==> run_1/layer_met1.png <==
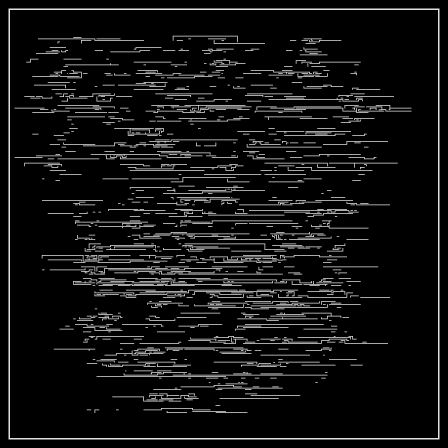
==> run_1/layer_met2.png <==
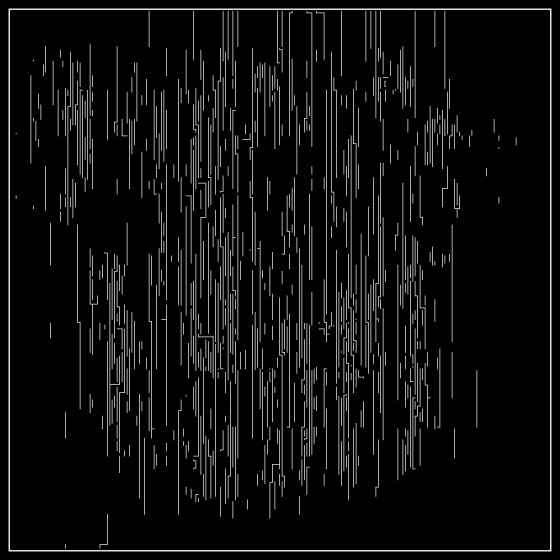
==> run_1/layer_met3.png <==
The bar under the picture is 20 µm long. Cells faint in the background.
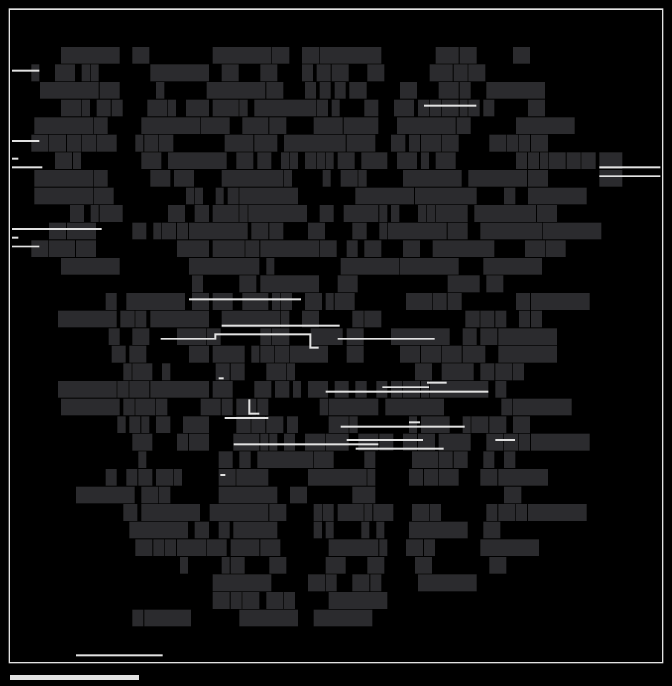
`config.mk`:
```
export PLATFORM = sky130hd
export DESIGN_NAME = door_game_ctrl_flat
export DESIGN_NICKNAME = d
export VERILOG_FILES = /design/src/rtl/door_game_pkg.sv /design/src/rtl/door_game_ctrl_if.sv /design/src/rtl/door_lfsr.sv /design/src/rtl/door_game_ctrl.sv /design/src/flat_wrapper.sv
export SDC_FILE = /design/constraint.sdc
export NUM_CORES = 1
export LEC_CHECK = 0
export CAP_MARGIN = 20
export CELL_PAD_IN_SITES_DETAIL_PLACEMENT = 0
export CELL_PAD_IN_SITES_GLOBAL_PLACEMENT = 1
export CORE_MARGIN = 3
export CORE_UTILIZATION = 41
export DETAILED_ROUTE_END_ITERATION = 7
export HOLD_SLACK_MARGIN = 0.02
export PLACE_DENSITY = 0.85
export REMOVE_ABC_BUFFERS = 1
export SETUP_SLACK_MARGIN = 0.02
export SYNTH_ARGS = -nofsm -noshare
export SYNTH_HDL_FRONTEND = slang
export SYNTH_SLANG_ARGS = --single-unit
```
`constraint.sdc`:
```
create_clock -name clk -period 2.66 [get_ports clk]
set_input_delay 0.532 -clock clk [delete_from_list [all_inputs] [get_ports clk]]
set_output_delay 0.532 -clock clk [all_outputs]
set_load 0.1 [all_outputs]
```
`src/rtl/door_game_pkg.sv`:
```
// Shared types and constants for the door-guessing round controller.
package door_game_pkg;

  typedef enum logic [2:0] {
    IDLE,
    LOAD,
    ROUND,
    REVEAL,
    CHECK,
    GAME_OVER
  } state_t;

  localparam int unsigned LIFE_W  = 2;
  localparam int unsigned LFSR_W  = 8;
  localparam int unsigned TIMER_W = 32;
  localparam int unsigned ROUND_W = 8;

  // Fibonacci feedback taps 8,6,5,4 (bit positions 7,5,4,3).
  localparam logic [LFSR_W-1:0] LFSR_TAPS = 8'hB8;

endpackage

```
`src/rtl/door_game_ctrl_if.sv`:
```
// Control/status bundle between the input front-end, the round controller
// and screen_drawer.
//   start, move_left, move_right : requests into the controller (pulses)
//   player_pos, lives            : packed per-player state, player 0 in LSBs
//   correct_door, time_up        : current round door and reveal flag
//   round_num, game_over         : rounds completed and end-of-game flag
//   winner, winner_valid         : sole survivor index and validity
interface door_game_ctrl_if
  import door_game_pkg::*;
#(
  parameter int unsigned NUM_PLAYERS = 2,
  parameter int unsigned NUM_DOORS   = 4
);

  localparam int unsigned DOOR_W = $clog2(NUM_DOORS);

  logic                          start;
  logic [NUM_PLAYERS-1:0]        move_left;
  logic [NUM_PLAYERS-1:0]        move_right;
  logic [NUM_PLAYERS*DOOR_W-1:0] player_pos;
  logic [NUM_PLAYERS*LIFE_W-1:0] lives;
  logic [DOOR_W-1:0]             correct_door;
  logic                          time_up;
  logic [ROUND_W-1:0]            round_num;
  logic                          game_over;
  logic [1:0]                    winner;
  logic                          winner_valid;

  modport master (
    output start, move_left, move_right,
    input  player_pos, lives, correct_door, time_up, round_num,
           game_over, winner, winner_valid
  );

  modport slave (
    input  start, move_left, move_right,
    output player_pos, lives, correct_door, time_up, round_num,
           game_over, winner, winner_valid
  );

endinterface

```
`src/rtl/door_lfsr.sv`:
```
// 8-bit Fibonacci LFSR used to pick the correct door each round.
//   clk, rst_n : clock, async active-low reset (loads SEED)
//   en         : advance one step per cycle when high
//   value      : current register contents
module door_lfsr
  import door_game_pkg::*;
#(
  parameter logic [LFSR_W-1:0] SEED = 8'hA5
) (
  input  logic              clk,
  input  logic              rst_n,
  input  logic              en,
  output logic [LFSR_W-1:0] value
);

  logic [LFSR_W-1:0] lfsr_q, lfsr_d;

  // Shift left, feedback is the parity of the tapped bits.
  always_comb begin
    lfsr_d = lfsr_q;
    if (en) lfsr_d = {lfsr_q[LFSR_W-2:0], ^(lfsr_q & LFSR_TAPS)};
  end

  always_ff @(posedge clk or negedge rst_n) begin
    if (!rst_n) lfsr_q <= SEED;
    else        lfsr_q <= lfsr_d;
  end

  assign value = lfsr_q;

endmodule

```
`src/rtl/door_game_ctrl.sv`:
```
// Round controller for the door-guessing game: runs the round/reveal timer,
// picks the correct door, moves players, deducts lives and detects game over.
//   clk, reset_n : pixel clock, async active-low reset
//   bus          : slave side of door_game_ctrl_if (requests in, state out)
module door_game_ctrl
  import door_game_pkg::*;
#(
  parameter int unsigned       NUM_PLAYERS  = 2,
  parameter int unsigned       NUM_DOORS    = 4,
  parameter int unsigned       LIVES        = 3,
  parameter int unsigned       ROUND_TICKS  = 25_000_000,
  parameter int unsigned       REVEAL_TICKS = 12_500_000,
  parameter logic [LFSR_W-1:0] LFSR_SEED    = 8'hA5
) (
  input  logic            clk,
  input  logic            reset_n,
  door_game_ctrl_if.slave bus
);

  localparam int unsigned DOOR_W = $clog2(NUM_DOORS);
  localparam int unsigned CNT_W  = 3;

  state_t               state_q, state_d;
  logic [TIMER_W-1:0]   timer_q, timer_d;
  logic [DOOR_W-1:0]    door_q, door_d;
  logic [ROUND_W-1:0]   round_q, round_d;
  logic                 time_up_q, time_up_d;
  logic                 game_over_q, game_over_d;
  logic [1:0]           winner_q, winner_d;
  logic                 winner_valid_q, winner_valid_d;
  logic [LFSR_W-1:0]    lfsr_value;
  logic [NUM_PLAYERS-1:0] alive_nxt;
  logic [CNT_W-1:0]     alive_cnt;
  logic [1:0]           win_idx;
  logic                 game_end;

  door_lfsr #(.SEED(LFSR_SEED)) u_lfsr (
    .clk  (clk),
    .rst_n(reset_n),
    .en   (1'b1),
    .value(lfsr_value)
  );

  // Per-player position and lives.
  for (genvar p = 0; p < NUM_PLAYERS; p++) begin : g_player
    logic [DOOR_W-1:0] pos_q, pos_d;
    logic [LIFE_W-1:0] lives_q, lives_d;
    logic              alive;

    assign alive = (lives_q != '0);

    always_comb begin
      pos_d   = pos_q;
      lives_d = lives_q;
      if (state_q == LOAD) begin
        pos_d = '0;
      end else if (state_q == ROUND && alive) begin
        // Opposing requests in the same cycle cancel out.
        if (bus.move_right[p] && !bus.move_left[p] &&
            pos_q != DOOR_W'(NUM_DOORS - 1))
          pos_d = pos_q + DOOR_W'(1);
        else if (bus.move_left[p] && !bus.move_right[p] && pos_q != '0)
          pos_d = pos_q - DOOR_W'(1);
      end
      if (state_q == CHECK && alive && pos_q != door_q)
        lives_d = lives_q - LIFE_W'(1);
      else if (state_q == GAME_OVER && bus.start)
        lives_d = LIFE_W'(LIVES);
    end

    always_ff @(posedge clk or negedge reset_n) begin
      if (!reset_n) begin
        pos_q   <= '0;
        lives_q <= LIFE_W'(LIVES);
      end else begin
        pos_q   <= pos_d;
        lives_q <= lives_d;
      end
    end

    assign alive_nxt[p] = (lives_d != '0);
    assign bus.player_pos[p*DOOR_W +: DOOR_W] = pos_q;
    assign bus.lives[p*LIFE_W +: LIFE_W]      = lives_q;
  end

  // Post-deduction survivor count and index (only meaningful in CHECK).
  always_comb begin
    alive_cnt = '0;
    win_idx   = '0;
    for (int unsigned i = 0; i < NUM_PLAYERS; i++) begin
      if (alive_nxt[i]) begin
        alive_cnt = alive_cnt + CNT_W'(1);
        win_idx   = 2'(i);
      end
    end
  end

  assign game_end = (NUM_PLAYERS > 1) ? (alive_cnt <= CNT_W'(1))
                                      : (alive_cnt == '0);

  // Next-state and registered-output logic.
  always_comb begin
    state_d        = state_q;
    timer_d        = timer_q;
    door_d         = door_q;
    round_d        = round_q;
    winner_d       = winner_q;
    winner_valid_d = winner_valid_q;
    unique case (state_q)
      IDLE: if (bus.start) state_d = LOAD;
      LOAD: begin
        door_d  = DOOR_W'(32'(lfsr_value) % NUM_DOORS);
        timer_d = TIMER_W'(ROUND_TICKS - 1);
        state_d = ROUND;
      end
      ROUND: begin
        if (timer_q == '0) begin
          timer_d = TIMER_W'(REVEAL_TICKS - 1);
          state_d = REVEAL;
        end else begin
          timer_d = timer_q - TIMER_W'(1);
        end
      end
      REVEAL: begin
        if (timer_q == '0) state_d = CHECK;
        else               timer_d = timer_q - TIMER_W'(1);
      end
      CHECK: begin
        if (round_q != '1) round_d = round_q + ROUND_W'(1);
        if (game_end) begin
          state_d        = GAME_OVER;
          winner_valid_d = (alive_cnt == CNT_W'(1));
          winner_d       = (alive_cnt == CNT_W'(1)) ? win_idx : 2'd0;
        end else begin
          state_d = LOAD;
        end
      end
      GAME_OVER: begin
        if (bus.start) begin
          round_d = '0;
          state_d = LOAD;
        end
      end
      default: state_d = IDLE;
    endcase
    time_up_d   = (state_d == REVEAL);
    game_over_d = (state_d == GAME_OVER);
  end

  always_ff @(posedge clk or negedge reset_n) begin
    if (!reset_n) begin
      state_q        <= IDLE;
      timer_q        <= '0;
      door_q         <= '0;
      round_q        <= '0;
      time_up_q      <= 1'b0;
      game_over_q    <= 1'b0;
      winner_q       <= '0;
      winner_valid_q <= 1'b0;
    end else begin
      state_q        <= state_d;
      timer_q        <= timer_d;
      door_q         <= door_d;
      round_q        <= round_d;
      time_up_q      <= time_up_d;
      game_over_q    <= game_over_d;
      winner_q       <= winner_d;
      winner_valid_q <= winner_valid_d;
    end
  end

  assign bus.correct_door = door_q;
  assign bus.time_up      = time_up_q;
  assign bus.round_num    = round_q;
  assign bus.game_over    = game_over_q;
  assign bus.winner       = winner_q;
  assign bus.winner_valid = winner_valid_q;

endmodule

```
`src/flat_wrapper.sv`:
```
// flat-port wrapper written by rule: the top's interface ports become plain ports
module door_game_ctrl_flat import door_game_pkg::*;
#(
  parameter int unsigned       NUM_PLAYERS  = 2,
  parameter int unsigned       NUM_DOORS    = 4,
  parameter int unsigned       LIVES        = 3,
  parameter int unsigned       ROUND_TICKS  = 25_000_000,
  parameter int unsigned       REVEAL_TICKS = 12_500_000,
  parameter logic [LFSR_W-1:0] LFSR_SEED    = 8'hA5
)
  (clk, reset_n, bus_start, bus_move_left, bus_move_right, bus_player_pos, bus_lives, bus_correct_door, bus_time_up, bus_round_num, bus_game_over, bus_winner, bus_winner_valid);
  door_game_ctrl_if #(.NUM_PLAYERS(NUM_PLAYERS), .NUM_DOORS(NUM_DOORS)) bus_i ();
  input  logic clk;
  input  logic reset_n;
  input wire logic [$bits(bus_i.start)-1:0] bus_start;
  input wire logic [$bits(bus_i.move_left)-1:0] bus_move_left;
  input wire logic [$bits(bus_i.move_right)-1:0] bus_move_right;
  output wire logic [$bits(bus_i.player_pos)-1:0] bus_player_pos;
  output wire logic [$bits(bus_i.lives)-1:0] bus_lives;
  output wire logic [$bits(bus_i.correct_door)-1:0] bus_correct_door;
  output wire logic [$bits(bus_i.time_up)-1:0] bus_time_up;
  output wire logic [$bits(bus_i.round_num)-1:0] bus_round_num;
  output wire logic [$bits(bus_i.game_over)-1:0] bus_game_over;
  output wire logic [$bits(bus_i.winner)-1:0] bus_winner;
  output wire logic [$bits(bus_i.winner_valid)-1:0] bus_winner_valid;
  assign bus_i.start = bus_start;
  assign bus_i.move_left = bus_move_left;
  assign bus_i.move_right = bus_move_right;
  assign bus_player_pos = bus_i.player_pos;
  assign bus_lives = bus_i.lives;
  assign bus_correct_door = bus_i.correct_door;
  assign bus_time_up = bus_i.time_up;
  assign bus_round_num = bus_i.round_num;
  assign bus_game_over = bus_i.game_over;
  assign bus_winner = bus_i.winner;
  assign bus_winner_valid = bus_i.winner_valid;
  door_game_ctrl #(.NUM_PLAYERS(NUM_PLAYERS), .NUM_DOORS(NUM_DOORS), .LIVES(LIVES), .ROUND_TICKS(ROUND_TICKS), .REVEAL_TICKS(REVEAL_TICKS), .LFSR_SEED(LFSR_SEED)) u_core (.clk(clk), .reset_n(reset_n), .bus(bus_i));
endmodule
```
==> impl_metrics.json, run 1 <==
{
  "fmax_mhz": 401,
  "fin_worst_skew_ns": 0.0128,
  "synthesis.area_mm2": 0.00369,
  "xor_share": 0.0356,
  "synth_flops": 65,
  "relSlewSlack": 0.555,
  "cts-root-buf": "clkbuf_8",
  "total_power_uw": 3350,
  "most_common_cell": "dfrtp_1",
  "post_cts_buffers": 0,
  "synth-edff-count": 0,
  "timing.rr.end": "u_core.bus.winner[0]$_DFFE_PN0N_",
  "buffers": 42,
  "place_ws_ns": -0.148,
  "yosys_cells": 375,
  "cts_tree": "built",
  "logic_family": "simple AND/OR/NAND/NOR gates",
  "dieHeight_um": 101,
  "seq_area_frac": 0.379,
  "setup_slack_ns": 0.165,
  "drc_errors": 0,
  "dp_cells": 507,
  "nets": 427,
  "endpoint": "u_core.bus.winner[0]$_DFFE_PN0N_",
  "cp_max_fo": 4,
  "ys_sh_adder": 0.0204,
  "p_per_area_mw_per_mm2": 777,
  "tritoncts_num_sinks": 65,
  "arrival_ns": 2.72,
  "cp-start-kind": "flip-flop",
  "rsz0062_at_grt": "yes",
  "r2r_slack_ns": 0.17,
  "grt_max_degree": 66,
  "wl_met2_mm": 4.21,
  "regMostFlops": "u_core.timer_q",
  "h-tree-depth": 3,
  "area_growth_pct": 17.0,
  "fin_cells": 524,
  "antenna_found_initial": 0,
  "insertedDiodeCount": 0,
  "dp.final_hpwl_mm": 5.91,
  "p_leak_uw": 0.00177,
  "finalCritPeriodShare": 0.938,
  "gp_congestion": 0.877,
  "tool_warnings": 27,
  "grt.busiest_layer": "met2",
  "worstReg2RegStart": "u_core.g_player[0].lives_q[0]$_DFF_PN1_",
  "tightest_slew_ns": 0.668,
  "drt-pass1-iter-count": 4,
  "status": "complete, no violations",
  "mux_share": 0.0238,
  "cts_made_buffers": 9,
  "first_global_vias": 3049,
  "simple_gate_area_frac": 0.280,
  "drt_iter0_drc": 210,
  "fp.dieW_um": 101
}
## Picture notes: layer_met1.png
main direction	horizontal
longest straight run	36.3 µm
share of all routed wire	48%
GR Layer Usage met1: 0.255
Vias: 3,085

## Picture notes: layer_met2.png
nets with wire on the layer	359
main direction	vertical
wire length on this layer	4,210 µm
share of all routed wire	49%
longest straight run	41.8 µm
Routed WL: 8.68 mm
met2 global-route usage: 0.295

## Picture notes: layer_met3.png
wire length on this layer	262 µm
longest straight run	24.8 µm
met3 usage: 0.0270

## run 1: worst max-delay path, stage by stage (launching register included)
cell	delay, ns
dfstp_2	0.54
inv_1	0.09
ha_1	0.22
a2111o_1	0.33
inv_1	0.09
nand2_1	0.07
mux2_2	0.26
ha_1	0.22
nor3_2	0.19
mux2_2	0.37
## run 1: cells in the final DEF (no fill, tap or decap), types with 8 or more instances in the layout
cell type / count
nor3_1: 9
clkbuf_8: 9
or3_1: 17
or4_1: 13
o21ai_0: 16
nand2_1: 18
inv_1: 11
nand3_1: 16
o31ai_1: 18
xnor2_1: 8
buf_4: 34
nor2_1: 31
a21oi_1: 24
dfrtp_1: 57
dfstp_2: 8
## run 1: where the power goes
part           switching (µW)  leakage [µW]  internal, µW
combinational             680      0.000882           365
clock                     413      0.000100           441
sequential                286      0.000783          1170
==> run_1/flops_by_reg.png <==
The bar under the picture is 20 µm long. Other sequential cells in the stronger grey, the rest of the logic in the fainter grey.
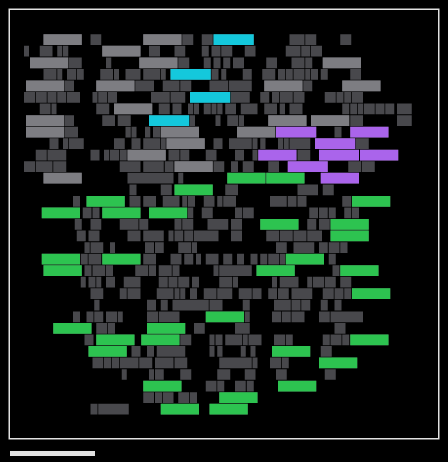

## Run 2: what changed since run 1
--- a/config.mk
+++ b/config.mk
@@ -9,10 +9,10 @@
 export CELL_PAD_IN_SITES_DETAIL_PLACEMENT = 0
 export CELL_PAD_IN_SITES_GLOBAL_PLACEMENT = 1
 export CORE_MARGIN = 3
-export CORE_UTILIZATION = 41
+export CORE_UTILIZATION = 49
 export DETAILED_ROUTE_END_ITERATION = 7
 export HOLD_SLACK_MARGIN = 0.02
-export PLACE_DENSITY = 0.85
+export PLACE_DENSITY = 0.94
 export REMOVE_ABC_BUFFERS = 1
 export SETUP_SLACK_MARGIN = 0.02
 export SYNTH_ARGS = -nofsm -noshare
==> constraint.sdc (replaced) <==
create_clock -name clk -period 3.2 [get_ports clk]
set_input_delay 0.64 -clock clk [delete_from_list [all_inputs] [get_ports clk]]
set_output_delay 0.64 -clock clk [all_outputs]
set_load 0.1 [all_outputs]
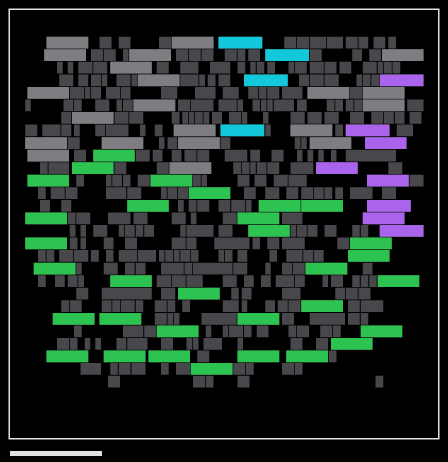
(run_2/flops_by_reg.png)
The bar under the picture is 20 µm long. Other sequential cells in the stronger grey, the rest of the logic in the fainter grey.
signal	colour	sequential cells
u_core.timer_q	green	32
u_core.g_player.lives_q	cyan	4
u_core.u_lfsr.value	purple	8
not coloured	21
flop share of the area: 0.385
P_seq: 1190 µW
FF/Latch Area: 0.00164 mm²

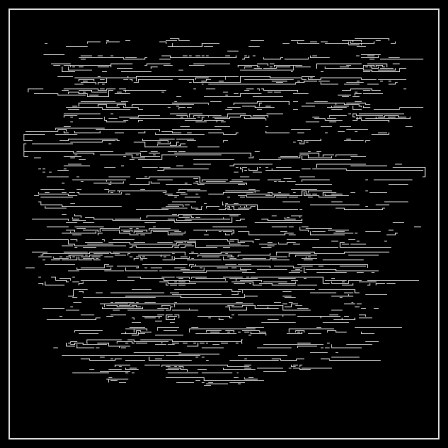
(run_2/layer_met1.png)
longest straight run	26.7 µm
wire length on this layer	3,960 µm
nets with wire on the layer	387
share of all routed wire	47%
main direction	horizontal
Vias: 3,114
GR Layer Usage met1: 0.293
Routed WL: 8.46 mm

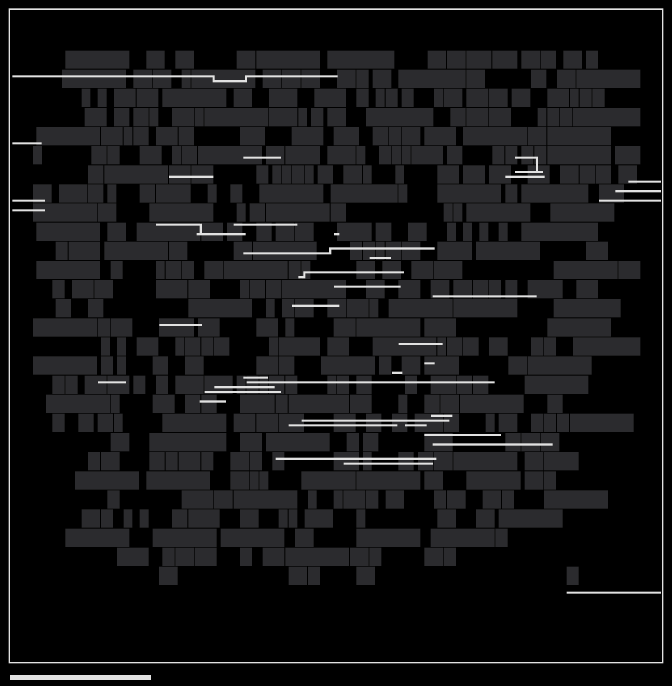
(run_2/layer_met3.png)
The bar under the picture is 20 µm long. Cells faint in the background.
met3 usage: 0.0431

==> impl_metrics.json, run 2 <==
{
  "post_cts_buffers": 0,
  "rsz0062_at_grt": "no",
  "worstReg2RegStart": "u_core.timer_q[0]$_DFFE_PN0P_",
  "antenna_found_initial": 0,
  "fp.dieW_um": 92.7,
  "pg_comb_uw": 858,
  "cp_top_family": "AND-OR/OR-AND gates",
  "cp-start-kind": "flip-flop",
  "final_cell_mix": "dfrtp_1 (57), buf_4 (32), nor2_1 (31)",
  "cp_max_fo": 6,
  "tightest_slew_ns": 0.992,
  "total_power_uw": 2820,
  "first_global_vias": 3009,
  "ys_sh_adder": 0.0204,
  "p_seq_frac": 0.422,
  "synth_top_area_share": 0.387,
  "layout.cells.most_common": "dfrtp_1",
  "grt_overflow": 0,
  "simple_gate_area_frac": 0.280,
  "dieHeight_um": 92.7,
  "slowest_delay_ns": 0.91,
  "common_cells": "dfrtp_1 (57), nor2_1 (31), a21oi_1 (24), nand2_1 (18), o31ai_1 (18)",
  "xor_share": 0.0356,
  "dp.final_hpwl_mm": 5.87,
  "mux_share": 0.0238,
  "grt.busiest_layer": "met2",
  "fin_worst_skew_ns": 0.00952,
  "drt_iter0_drc": 178,
  "r2r_cells": 7,
  "regMostFlops": "u_core.timer_q",
  "cts_tree": "built",
  "dr.max_layer_used": "met4",
  "clockPowerShare": 0.273,
  "p_comb_frac": 0.305,
  "grt_use_met2": 0.334,
  "setup_slack_ns": 0.526,
  "p_leak_uw": 0.00174,
  "nets": 423,
  "area_leaders": "dfrtp_1 (39%), dfstp_2 (5.7%), o31ai_1 (3.7%)",
  "insertedDiodeCount": 0,
  "relSlewSlack": 0.330,
  "p_per_area_mw_per_mm2": 663,
  "cp_cell_sequence": "inv_1 -> ha_1 -> nor3b_2 -> nand3_1 -> o41ai_1 -> a21oi_1 -> o22a_1",
  "dp_cells": 495,
  "fin_cells": 511,
  "crit_buf_inv": 1,
  "path_depth": 7,
  "cts_made_buffers": 9,
  "p_sw_uw": 1120,
  "p_int_uw": 1700,
  "timing.setup.tns_ns": 0,
  "drc_errors": 0,
  "synth-edff-count": 0,
  "dpl-instance-area_mm2": 0.00403,
  "logic_family": "simple AND/OR/NAND/NOR gates",
  "tool_warnings": 26,
  "buffers": 38,
  "maxPowerGroup": "sequential cells",
  "fmax_mhz": 374,
  "synth_flops": 65,
  "powerClk_uw": 770,
  "wl_met2_mm": 4.01,
  "drt-pass1-iter-count": 5,
  "p_sw_frac": 0.396,
  "most_common_cell": "dfrtp_1",
  "yosys_cells": 375,
  "synthesis.area_mm2": 0.00369,
  "tritoncts_num_sinks": 65,
  "status": "complete, no violations",
  "h-tree-depth": 3,
  "arrival_ns": 2.91,
  "grt_max_degree": 34,
  "cts-root-buf": "clkbuf_8",
  "gp_congestion": 0.863,
  "area_growth_pct": 15.2,
  "finalCritPeriodShare": 0.836
}
[run 2: cell counts after synthesis]
No cell type changed its count.
[run 2: path summary, 6_finish.rpt]
| path | slack, ns | end |
|---|---|---|
| hold reg to reg | 0.36 | u_core.u_lfsr.value[7]$_DFF_PN1_ |
| min in group clk | 0.36 | u_core.u_lfsr.value[7]$_DFF_PN1_ |
| hold / removal | 0.29 | u_core.timer_q[20]$_DFFE_PN0P_ |
| setup reg to reg | 0.53 | u_core.timer_q[23]$_DFFE_PN0P_ |
| max in group asynchronous | 2.11 | u_core.g_player[0].lives_q[0]$_DFF_PN1_ |
| setup / recovery | 0.53 | u_core.timer_q[23]$_DFFE_PN0P_ |
Power figures rest on the tool's default switching activity, not on a simulated workload.
